===== src/rtl/mux4_rr_tx_pkg.sv =====
// Shared constants for the 4-channel round-robin mux/demux link.
// Channel count, select width and pointer reset value live here.
package mux4_rr_tx_pkg;

  localparam int NCH  = 4;
  localparam int SELW = 2;

  localparam logic [SELW-1:0] LAST_RST = 2'd3;

  // Channel index k positions after p, modulo the channel count.
  function automatic logic [SELW-1:0] rr_step(
    input logic [SELW-1:0] p,
    input int              k
  );
    return SELW'(p + SELW'(k));
  endfunction

endpackage


===== src/rtl/mux4_rr_tx_rr_arb4.sv =====
// Combinational 4-way round-robin arbiter.
// Search starts just after the last granted channel.
module rr_arb4
  import mux4_rr_tx_pkg::*;
(
  input  logic [NCH-1:0]  req,
  input  logic [SELW-1:0] last,
  input  logic            en,
  output logic [NCH-1:0]  gnt,
  output logic [SELW-1:0] gnt_idx,
  output logic            any
);

  // First requester in order last+1 .. last wins; gnt gated by en.
  always_comb begin
    any     = 1'b0;
    gnt_idx = last;
    gnt     = '0;
    for (int k = 1; k <= NCH; k++) begin
      if (!any && req[rr_step(last, k)]) begin
        any     = 1'b1;
        gnt_idx = rr_step(last, k);
      end
    end
    if (any && en) gnt[gnt_idx] = 1'b1;
  end

endmodule


===== src/rtl/mux4_rr_tx.sv =====
// Merges four valid/ready channels onto one tagged output.
// Round-robin grant, single registered output stage.
module mux4_rr_tx
  import mux4_rr_tx_pkg::*;
#(
  parameter int DATA_W = 8
) (
  input  logic              clk,
  input  logic              rst_n,
  input  logic [NCH-1:0]    in_valid,
  input  logic [NCH*DATA_W-1:0] in_data,
  output logic [NCH-1:0]    in_ready,
  output logic              out_valid,
  output logic [DATA_W-1:0] out_data,
  output logic [SELW-1:0]   out_sel,
  input  logic              out_ready
);

  logic              r_valid;
  logic [DATA_W-1:0] r_data;
  logic [SELW-1:0]   r_sel;
  logic [SELW-1:0]   r_last;

  logic              w_load;
  logic              w_en;
  logic [NCH-1:0]    w_gnt;
  logic [SELW-1:0]   w_idx;
  logic              w_any;
  logic              w_fire;
  logic [DATA_W-1:0] w_word;

  assign w_load = ~r_valid | out_ready;
  assign w_en   = w_load & rst_n;
  assign w_fire = w_any & w_en;

  rr_arb4 u_arb (
    .req     (in_valid),
    .last    (r_last),
    .en      (w_en),
    .gnt     (w_gnt),
    .gnt_idx (w_idx),
    .any     (w_any)
  );

  // Select the granted channel's word for the output register.
  always_comb begin
    w_word = in_data[0 +: DATA_W];
    unique case (w_idx)
      2'd0: w_word = in_data[0*DATA_W +: DATA_W];
      2'd1: w_word = in_data[1*DATA_W +: DATA_W];
      2'd2: w_word = in_data[2*DATA_W +: DATA_W];
      2'd3: w_word = in_data[3*DATA_W +: DATA_W];
      default: w_word = in_data[0 +: DATA_W];
    endcase
  end

  // Output register and last-grant pointer; pop/push share one edge.
  always_ff @(posedge clk or negedge rst_n) begin
    if (!rst_n) begin
      r_valid <= 1'b0;
      r_data  <= '0;
      r_sel   <= '0;
      r_last  <= LAST_RST;
    end else if (w_load) begin
      if (w_fire) begin
        r_valid <= 1'b1;
        r_data  <= w_word;
        r_sel   <= w_idx;
        r_last  <= w_idx;
      end else begin
        r_valid <= 1'b0;
      end
    end
  end

  assign in_ready  = w_gnt;
  assign out_valid = r_valid;
  assign out_data  = r_data;
  assign out_sel   = r_sel;

endmodule

===== config.mk =====
export PLATFORM = sky130hd
export DESIGN_NAME = mux4_rr_tx
export DESIGN_NICKNAME = d
export VERILOG_FILES = /design/src/rtl/mux4_rr_tx_pkg.sv /design/src/rtl/mux4_rr_tx_rr_arb4.sv /design/src/rtl/mux4_rr_tx.sv
export SDC_FILE = /design/constraint.sdc
export NUM_CORES = 1
export LEC_CHECK = 0
export CAP_MARGIN = 25
export CORE_ASPECT_RATIO = 0.8
export CORE_UTILIZATION = 35
export DETAILED_ROUTE_END_ITERATION = 8
export PLACE_DENSITY = 0.9
export SYNTH_ARGS = -nofsm -noshare
export SYNTH_HDL_FRONTEND = slang
export SYNTH_HIERARCHICAL = 1
export SYNTH_SLANG_ARGS = --single-unit
export TNS_END_PERCENT = 50

===== constraint.sdc =====
create_clock -name clk -period 2.55 [get_ports clk]
set_input_delay 0.6375 -clock clk [delete_from_list [all_inputs] [get_ports clk]]
set_output_delay 0.6375 -clock clk [all_outputs]
set_load 0.02 [all_outputs]

Fig. 1: cell area per tile
11 x 9 tiles, from white (low) to dark blue (high), 0 to 100% covered.
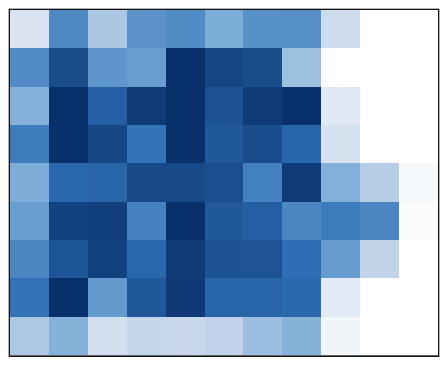
- mean over tiles: 57%
- nearly empty tiles: 14%
- tiles over 75% full: 40%
- fullest tile: 100%
- emptiest ninth of the die: upper right

Fig. 2: met1 routing
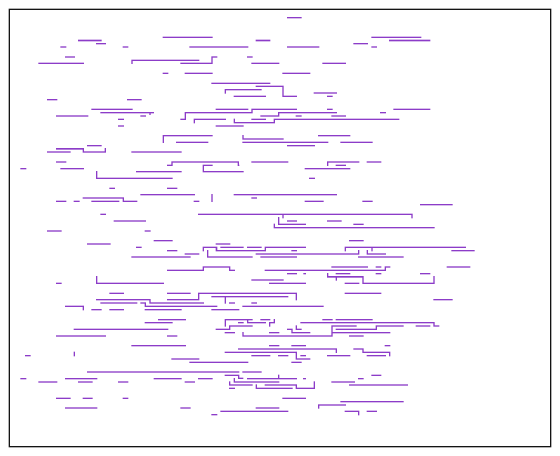
- wire length on this layer: 776 µm
- share of all routed wire: 36%
- nets with wire on the layer: 131
- main direction: horizontal
- longest straight run: 22.1 µm

==> changes_impl.md <==
## Implementation

* Status: completed
* Final WS setup at between 0.05 and 0.06 ns
* Setup Viol. Count Final at 0
* Highest Signal Layer: met3
* Startpoint Class: input port
* DRC errors left at 0
* Metal3 WL at between 200 and 250 µm
* OpenROAD warning count at 26
* Well Taps at 25
* Chip width at 55.94 µm
* Ys flop type: dfrtp_1
* Sequential power at ~0.39 mW
* R2R setup slack at approximately 0.29 ns
* Initial drt markers at 11
* CTS Buf Count at 3
* CTS Hold Buffers Added at 0
* Placed wire-length estimate at approximately 1800 µm
* Clk_skew at just over 0.001 ns
* CP cell instances: clkdlybuf4s50_1 > nand2b_1 > and2_1 > and2_4 > and4_1 > buf_6
* Ys async rst share at 100.0%
* Fin. max-slew vios at 0
* Logic power comb at around 0.86 mW
* Maximum fanout along the worst path at 2
* Top-area cell type share of the netlist area at between 30% and 40%
* Biggest consumer: combinational cells
* Num sequential at 13
* EDFF count, synth at 0
* Flop share of the area at approximately 22%
* Post-layout net count at roughly 160
* Dominant logic cell types in the final layout: 45 x clkdlybuf4s50_1, 11 x mux2_2, 11 x dfrtp_1, 8 x mux4_2, 6 x buf_4
* Signal inverters at 1
* Tightest Pin Transition at around 0.31 ns
* CTS Sinks at 13
* Resize count post-CTS at 28
* Flop pwr share at around 28%
* Routed length on met1 at about 780 µm
* Ys Warns at 6
* NetSw at 0.5049 mW
* Rows at 15
* Met2 routed WL at ~1200 µm
* Critical setup path kind: input port to output port
* M3 GR Usage at under 10%
* LEAKAGE at 0.5950 nW
* Area delta synth->final at 79.26%
* Synth Seq Share at between 40% and 50%
* Largest cell class: buffers
* Core Util at FP at 37.41%
* Cell Int Power at around 0.88 mW
* Maximum Capacitance Violations at 0
* Largest net degree at the start of global routing at 15
* Worst setup EP type: output port
* Synth unique cells at 24
* Cell area leaders: dfrtp_1 34%, mux4_2 22%, mux2_2 15%
* Initial antenna violation count at 0
* Worst EP arrival at approximately 1.9 ns
* IO Count at ~54
* Non-clock buffer share at around two fifths
* Clock Path Buffers at 2
* CTS tree: yes
* Crit path DRT at around 1.9 ns
* Vias/cell at 5.281
* Min cycle time layout at around 2.5 ns
* RSZ-0062 raised after global routing: false
* Final Cycle Share at a little under 100%
* Synth flops at 13
* Vias in the first global route at slightly below 800
* Achievable Freq at 401.5 MHz
* CP top delay family: simple AND/OR/NAND/NOR gates
* Peak supply drop at approximately 0.0006 V
* Clkbuf count at 4
* Total GRT Usage at around 18%
* Synth Cell Area at 814.5 µm²
* Switching Fraction at about 37%
* Core box area at around 0.0022 mm²
* Clock share of power at 9.4%
* Post-Synthesis Cells at between 50 and 60
* Ys cells at around 60
* DRT antenna net count at 0
* Mi-comb count at 42
* Logic share of the area at between 30% and 40%
* Worst-path clk slew at 0.08 ns
* Most frequent logic cell in the layout: clkdlybuf4s50_1
* Floorplan Nets at ~98
* Root Driver: clkbuf_4
* CP bufs+invs at 2
* Final Hold Vio Count at 0
* Clock-cell share at under 10%
Fig. 3: met2 routing
Cells faint in the background.
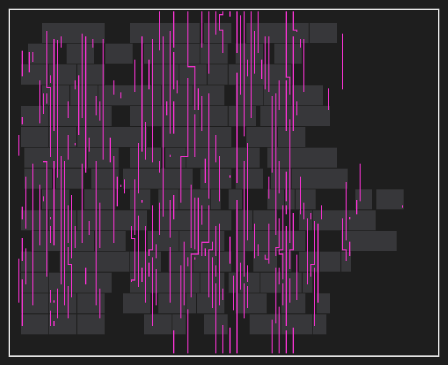
- main direction: vertical
- wire length on this layer: 1160 µm
WL final: 2156 µm
via count: 771
met2 Use GR: 33.49%

worst reg2reg max path: stages (launching register included):
cell,delay (ns)
dfstp_2,0.60
mux2i_1,0.24
a32oi_2,0.12
buf_4,0.17
nand2_1,0.10
buf_12,0.15
mux4_2,0.50
mux2_2,0.28
worst paths after layout:
path                            depth (start not counted)                      end                    from
worst max-delay path                                    6              in_ready[2]               out_ready
worst min-delay path                                    1   out_sel[1]$_DFFE_PN0P_  out_sel[1]$_DFFE_PN0P_
worst max register to register                          7  out_data[1]$_DFFE_PN0P_   r_last[1]$_DFFE_PN1P_
worst min register to register                          1   out_sel[1]$_DFFE_PN0P_  out_sel[1]$_DFFE_PN0P_
max in group asynchronous                               2    r_last[0]$_DFFE_PN1P_                   rst_n
min in group asynchronous                               2  out_data[7]$_DFFE_PN0P_                   rst_n
metrics by stage:
stage | setup TNS [ns] | power, mW | std cells | hold WS (ns)
after detailed placement | -4.687 | 1.255 | 142 | 0.4896
after CTS | 0 | 1.382 | 146 | 0.5103
after global placement | -3.968 | 1.227 | 142 | 0.4771
after global routing | 0 | 1.465 | 146 | 0.5244
final | 0 | 1.382 | 146 | 0.5081
after floorplan | 0 | 0.8698 | 59 | 0.3419
flip-flops by register name, summed over array words and instances (netlist names):
name	count
r_last	2
out_data	8
out_valid	1
out_sel	2
cells by family (layout without fill, tap and decap cells):
family,after synthesis,after routing,synth area share (%)
AOI/OAI and AO/OA,5,5,5.069
buffers and inverters,4,66,2.917
DFF,13,13,40.25
muxes,21,21,39.94
and+or+nand+nor,16,16,11.83
synth_stat cells (all sizes together), types with 2 or more instances:
cell type	n
and2	2
buf	2
a211oi	2
mux2	12
dfrtp	11
nand2b	2
and4	2
nand2	5
mux4	8
dfstp	2
No activity file was given, so power comes from the tool's default toggle rates.
